run_1/flops_by_reg.png
(6 px per um)
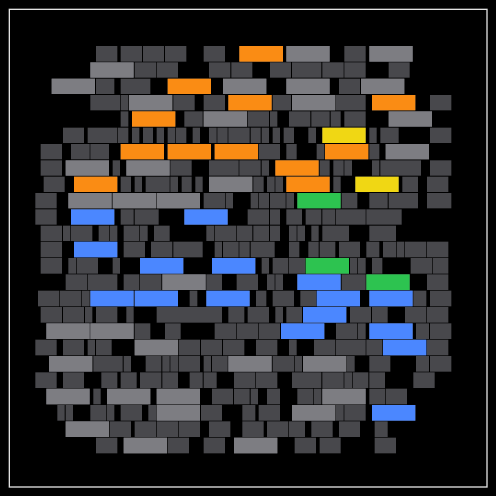
run_1/wires.png
(4 px per um)
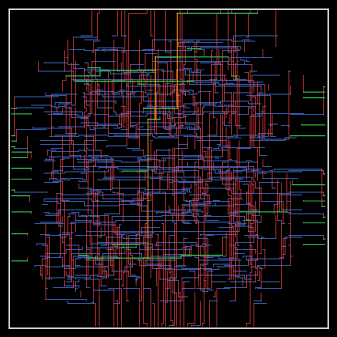
run_1/clk_routes.png
(3 px per um)
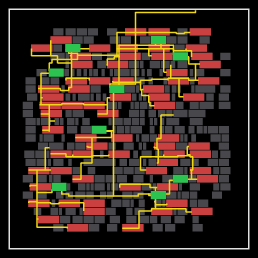
## src/rtl/multiword_add_ctrl.sv

```systemverilog
// multiword_add_ctrl: nibble-serial W-bit adder sequencer for an external 4-bit adder.
// Define MULTIWORD_ADD_OVF_EN to add the two's-complement overflow output ovf.
module multiword_add_ctrl #(
  parameter int NIBBLES = 4
) (
  input  logic                 clk,
  input  logic                 rst,
  input  logic                 start,
  input  logic [4*NIBBLES-1:0] op_a,
  input  logic [4*NIBBLES-1:0] op_b,
  input  logic                 cin_in,
  output logic [3:0]           fa_a,
  output logic [3:0]           fa_b,
  output logic                 fa_cin,
  input  logic [3:0]           fa_sum,
  input  logic                 fa_cout,
  output logic                 busy,
  output logic                 done,
  output logic [4*NIBBLES-1:0] result,
  output logic                 cout_out
`ifdef MULTIWORD_ADD_OVF_EN
  ,
  output logic                 ovf
`endif
);
  localparam int W = 4*NIBBLES;
  localparam int CW = $clog2(NIBBLES+1);
  localparam logic [CW-1:0] LAST = CW'(NIBBLES-1);
  typedef enum logic [1:0] {IDLE, RUN, DONE} state_t;
  state_t state;
  logic [W-1:0] a_r, b_r, stage, stage_next;
  logic [W+3:0] cat;
  logic carry;
  logic [CW-1:0] cnt;
`ifdef MULTIWORD_ADD_OVF_EN
  logic a_msb, b_msb;
`endif
  // operands shift right so the active nibble is always at [3:0]; sums shift in from the top
  assign cat = {fa_sum, stage};
  assign stage_next = cat[W+3:4];
  assign busy = state == RUN;
  assign done = state == DONE;
  assign fa_a = busy ? a_r[3:0] : 4'd0;
  assign fa_b = busy ? b_r[3:0] : 4'd0;
  assign fa_cin = busy & carry;
  always_ff @(posedge clk) begin
    if (rst) begin
      state <= IDLE;
      a_r <= '0;
      b_r <= '0;
      stage <= '0;
      carry <= 1'b0;
      cnt <= '0;
      result <= '0;
      cout_out <= 1'b0;
`ifdef MULTIWORD_ADD_OVF_EN
      a_msb <= 1'b0;
      b_msb <= 1'b0;
      ovf <= 1'b0;
`endif
    end else if (state == RUN) begin
      a_r <= a_r >> 4;
      b_r <= b_r >> 4;
      stage <= stage_next;
      carry <= fa_cout;
      cnt <= cnt + 1'b1;
      if (cnt == LAST) begin
        result <= stage_next;
        cout_out <= fa_cout;
        state <= DONE;
`ifdef MULTIWORD_ADD_OVF_EN
        ovf <= (a_msb == b_msb) && (fa_sum[3] != a_msb);
`endif
      end
    end else if (start) begin
      state <= RUN;
      a_r <= op_a;
      b_r <= op_b;
      carry <= cin_in;
      cnt <= '0;
`ifdef MULTIWORD_ADD_OVF_EN
      a_msb <= op_a[W-1];
      b_msb <= op_b[W-1];
`endif
    end else begin
      state <= IDLE;
    end
  end
endmodule

```

## config.mk

```make
export PLATFORM = sky130hd
export DESIGN_NAME = multiword_add_ctrl
export DESIGN_NICKNAME = d
export VERILOG_FILES = /design/src/rtl/multiword_add_ctrl.sv
export SDC_FILE = /design/constraint.sdc
export NUM_CORES = 1
export LEC_CHECK = 0
export CORE_MARGIN = 4
export CORE_UTILIZATION = 52
export CTS_CLUSTER_SIZE = 14
export DETAILED_ROUTE_END_ITERATION = 10
export GPL_TIMING_DRIVEN = 0
export MAX_ROUTING_LAYER = met4
export PLACE_DENSITY = 0.85
export SLEW_MARGIN = 20
export SYNTH_ARGS = -nofsm -noshare
export SYNTH_HDL_FRONTEND = slang
export SYNTH_SLANG_ARGS = --single-unit
```

## constraint.sdc

```tcl
create_clock -name clk -period 3.3 [get_ports clk]
set_clock_uncertainty 0.05 [all_clocks]
set_input_delay 0.99 -clock clk [delete_from_list [all_inputs] [get_ports clk]]
set_output_delay 0.99 -clock clk [all_outputs]
set_load 0.005 [all_outputs]
```

==> flow_metrics.env, run 1 <==
# implementation run metrics
export IMPL_core_util_floorplan_pct=55.0
export IMPL_route_met3_wl_um=274
export IMPL_dp_cells=393
export IMPL_dr_pass1_iters=4
export IMPL_synthTopCellsByCount="dfxtp_1 (67), mux2i_1 (33), nor2_1 (33)"
export IMPL_pwr_share_comb_pct=11.6
export IMPL_buffers=87
export IMPL_path_cells="nand2b_4 > inv_2 > buf_2 > and2_1 > clkdlybuf4s50_1"
export IMPL_ff_type="dfxtp_1"
export IMPL_leakage_nw=1.46
export IMPL_io_pins=69
export IMPL_status="finished, final reports clean"
export IMPL_finalHoldViolCount=0
export IMPL_post_drt_wl_per_cell_um=15.2
export IMPL_cts_inserted_buffers=9
export IMPL_nonClkBufAreaFrac_pct=22.3
export IMPL_cap_violations=0
export IMPL_cts_tree="yes"
export IMPL_powerDensity_nw_per_um2=496
export IMPL_worst_ep_required_time_ns=2.26
export IMPL_rrSetupSlack_ns=1.64
export IMPL_aoi_share_pct=16.9
export IMPL_period_used_pct=89.0
export IMPL_crit_path_start_kind="flip-flop"
export IMPL_routed_top_layer="met4"
export IMPL_route_detailed_drc=0
export IMPL_clkbuf_count=12
export IMPL_final_area_sq_um=3610
export IMPL_grt_pass1_vias=2090
export IMPL_fp_coreArea_sq_um=4820
export IMPL_maxPowerGroup="registers"
export IMPL_dr_wl_met2_um=2990
export IMPL_yosys_area_share_simple_pct=13.4
export IMPL_cp_slowest_cell="clkdlybuf4s50_1"
export IMPL_peakVddDrop_mv=0.331
export IMPL_num_multi_input_gates=170
export IMPL_setup_slack_ns=0.363
export IMPL_clockNetworkAreaShare_pct=5.90
export IMPL_die_y_um=79.4
export IMPL_die_w_um=79.4
export IMPL_netlist_top_cell_by_area="dfxtp_1"
export IMPL_grt_overflow_total=0
export IMPL_seq_cell_count=67
export IMPL_p_int_mw=1.37
export IMPL_pwr_share_seq_pct=48.6
export IMPL_cp_arrival_ns=1.90
export IMPL_m1WireLength_um=2870
export IMPL_placed_area_sq_um=3390
export IMPL_end_kind="primary output"
export IMPL_syn_area_sq_um=2650
export IMPL_dominant_cells="sequential cells"
export IMPL_sh_comb_area_pct=32.1
export IMPL_hold_path_endpoint="stage[4]$_SDFFE_PP0N_"
export IMPL_cts_sinks=67
export IMPL_synth_flop_count=67
export IMPL_ys_seq_share_pct=50.6
export IMPL_tightest_slew_ns=0.475
export IMPL_antenna_found_initial=0
export IMPL_chip_area_sq_um=6300
export IMPL_cts_resized_gates=0
export IMPL_dr_first_iter_drc_count=78
export IMPL_reg_top3="a_r (16), b_r (16), result (16)"
export IMPL_min_period_ns=2.94
export IMPL_setup_viol=0
export IMPL_ys_sh_xor_pct=0
export IMPL_clock_tree_root_cell="clkbuf_8"
export IMPL_topCombFamilyByArea="AND-OR/OR-AND gates"
export IMPL_grt_pass1_wl_um=10200
export IMPL_grt_max_degree=12
export IMPL_yosysMostFrequentCell="dfxtp_1"
export IMPL_nonClockInverterCount=2
export IMPL_hp_start="stage[4]$_SDFFE_PP0N_"
export IMPL_avgViaCountPerCell=5.19
export IMPL_gr_usage_met3_pct=6.55
export IMPL_grt_use_met1_pct=26.5
export IMPL_dp_hpwl_um=4450
export IMPL_critPathKind="reg2out"
export IMPL_post_cts_buffers=0
export IMPL_cp_top_family="buffers and inverters"
export IMPL_synthAdderAreaFrac_pct=0.945
## Picture notes: flops_by_reg.png
- cnt: green (flops 3)
- a_r: blue (flops 16)
- stage: orange (flops 12)
- state: yellow (flops 2)
fin util: 74.9%
Seq group: 0.869 mW
Register Area: 1340 sq um

## Picture notes: wires.png
- metal 2: red (wire length 2990 um)
- metal 4: orange (wire length 74.1 um)
- metal 3: green (wire length 275 um)
- metal 1: blue (wire length 2870 um)
GRT Total Usage: 21.8%
Total Wirelength: 6210 um
DR vias: 2124

## Picture notes: clk_routes.png
- clock wires: yellow (length 775 um)
- clock drivers: green (count 9)
- flip-flops: red (count 67)
- flops lie: widely spread
Clock power frac: 39.8%
clk_lat worst skew: 0.34 ns
clock-net power: 0.712 mW

[run 1: placed cells by master (no fill, tap or decap), types with 2 or more instances in the layout]
master | netlist | routed
buf_6 | 5 | 5
buf_4 | 5 | 5
a22o_2 | 9 | 9
clkbuf_1 | 5 | 5
nand2b_1 | 2 | 2
nor2_1 | 33 | 33
ha_1 | 2 | 2
nand2_1 | 25 | 25
a211oi_1 | 25 | 25
buf_2 | 6 | 6
mux2i_1 | 33 | 33
clkdlybuf4s50_1 | 0 | 66
a21oi_1 | 15 | 15
clkbuf_8 | 0 | 12
and2_1 | 9 | 9
dfxtp_1 | 67 | 67
a22o_1 | 8 | 8
clkinv_2 | 0 | 2
nand3b_1 | 2 | 2
[run 1: logic make-up after synthesis]
group | after synthesis
flops | 67
mux | 33
simple gates | 76
buf+inv | 23
fa+ha+maj | 2
compound gates | 59
--- run 2 (diff from run 1) ---
CORE_UTILIZATION = 40   (was 52)
PLACE_DENSITY = 0.68   (was 0.85)
==> flow_metrics.env, run 2 <==
# implementation run metrics
export IMPL_synthAdderAreaFrac_pct=0.945
export IMPL_dp_hpwl_um=4390
export IMPL_die_w_um=89.4
export IMPL_dr_first_iter_drc_count=51
export IMPL_fp_coreArea_sq_um=6390
export IMPL_finalHoldViolCount=0
export IMPL_hp_start="stage[4]$_SDFFE_PP0N_"
export IMPL_lay_top_count="dfxtp_1"
export IMPL_setup_viol=0
export IMPL_pwr_share_seq_pct=45.8
export IMPL_cts_sinks=67
export IMPL_reg_top3="a_r (16), b_r (16), result (16)"
export IMPL_ant_nets=0
export IMPL_rrSetupSlack_ns=1.66
export IMPL_setup_slack_ns=0.361
export IMPL_leakage_nw=1.47
export IMPL_crit_path_start_kind="flip-flop"
export IMPL_core_util_floorplan_pct=41.5
export IMPL_syn_area_sq_um=2650
export IMPL_hold_class="reg2reg"
export IMPL_dp_cells=403
export IMPL_io_pins=69
export IMPL_seqCellArea_sq_um=1340
export IMPL_cp_arrival_ns=1.90
export IMPL_most_common_layout_cells="dfxtp_1 (67), clkdlybuf4s50_1 (66), mux2i_1 (33), nor2_1 (33)"
export IMPL_peakVddDrop_mv=0.330
export IMPL_avgViaCountPerCell=5.02
export IMPL_power_frac_clock_pct=43.2
export IMPL_post_cts_buffers=0
export IMPL_route_detailed_drc=0
export IMPL_final_core_util_pct=57.1
export IMPL_grt_max_degree=12
export IMPL_cts_tree="yes"
export IMPL_clock_tree_root_cell="clkbuf_8"
export IMPL_synthTopCellsByCount="dfxtp_1 (67), mux2i_1 (33), nor2_1 (33)"
export IMPL_cts_resized_gates=0
export IMPL_ys_seq_share_pct=50.6
export IMPL_grt_pass1_vias=2066
export IMPL_grt_overflow_total=0
export IMPL_antenna_found_initial=0
export IMPL_final_area_sq_um=3650
export IMPL_netlist_top_cell_by_area="dfxtp_1"
export IMPL_yosys_area_share_simple_pct=13.4
export IMPL_p_int_mw=1.48
export IMPL_tightest_slew_ns=0.479
export IMPL_period_used_pct=89.0
export IMPL_cap_violations=0
export IMPL_yosysMostFrequentCell="dfxtp_1"
export IMPL_grt_pass1_wl_um=9830
export IMPL_synth_flop_count=67
export IMPL_cts_inserted_buffers=9
export IMPL_m1WireLength_um=2930
export IMPL_ys_sh_xor_pct=0
export IMPL_end_kind="primary output"
export IMPL_topCombFamilyByArea="AND-OR/OR-AND gates"
export IMPL_routed_top_layer="met4"
export IMPL_worst_ep_required_time_ns=2.26
export IMPL_dr_pass1_iters=4
export IMPL_dr_wl_met2_um=2900
export IMPL_aoi_share_pct=16.9
export IMPL_powerDensity_nw_per_um2=519
export IMPL_die_y_um=89.4
export IMPL_placed_area_sq_um=3410
export IMPL_pwr_share_comb_pct=10.9
export IMPL_chip_area_sq_um=7990
export IMPL_status="finished, final reports clean"
export IMPL_hold_path_endpoint="stage[4]$_SDFFE_PP0N_"
export IMPL_critPathKind="reg2out"
export IMPL_route_met3_wl_um=306
export IMPL_syn_num_nets=303
## run 2: cell counts after synthesis
Identical to the previous run, type by type.
## run 2: area by class of cell
type                            count  area share, %
Timing Repair Buffer               66           18.1
Clock buffer                       11           3.88
Sequential cell                    67           36.8
Inverter                            2          0.206
Tap cell                           77           2.64
Buffer                             21           3.91
Multi-Input combinational cell    170           31.7
Clock inverter                      5           2.74
## run 2: power by group through the flow
stage               Sequential (mW)  Clock, mW  Combinational, mW
floorplan                     0.880          0              0.120
global placement              0.885          0              0.205
detailed placement            0.886          0              0.208
CTS                           0.868      0.832              0.210
global route                  0.872      0.873              0.226
finish                        0.869      0.819              0.207
## run 2: critical path: stages (launching register included)
cell             delay, ns
dfxtp_1               0.31
nand2b_4              0.17
inv_2                 0.17
buf_2                 0.24
and2_1                0.17
clkdlybuf4s50_1       0.51
run_2/congestion.png
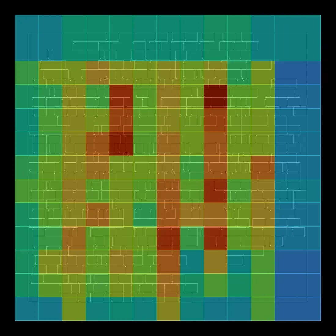
met1 track demand over resource: 21.4%
DR WL/cell: 14.8 um
met3 usage: 3.50%
M2 GR Usage: 25.9%
gr busiest metal: met2

run_2/wires.png
(4 px per um)
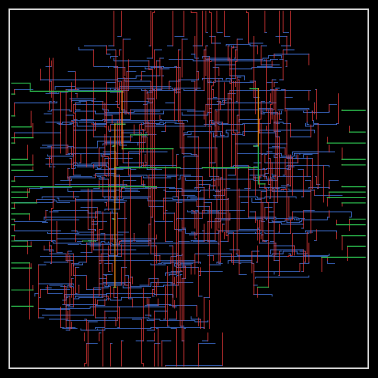
- metal 2: red (wire length 2900 um)
- metal 1: blue (wire length 2930 um)
- metal 3: green (wire length 306 um)
- metal 4: orange (wire length 69.4 um)
Total Wirelength: 6210 um
GRT Total Usage: 16.8%
DR vias: 2105

Power and IR drop assume default switching activity.
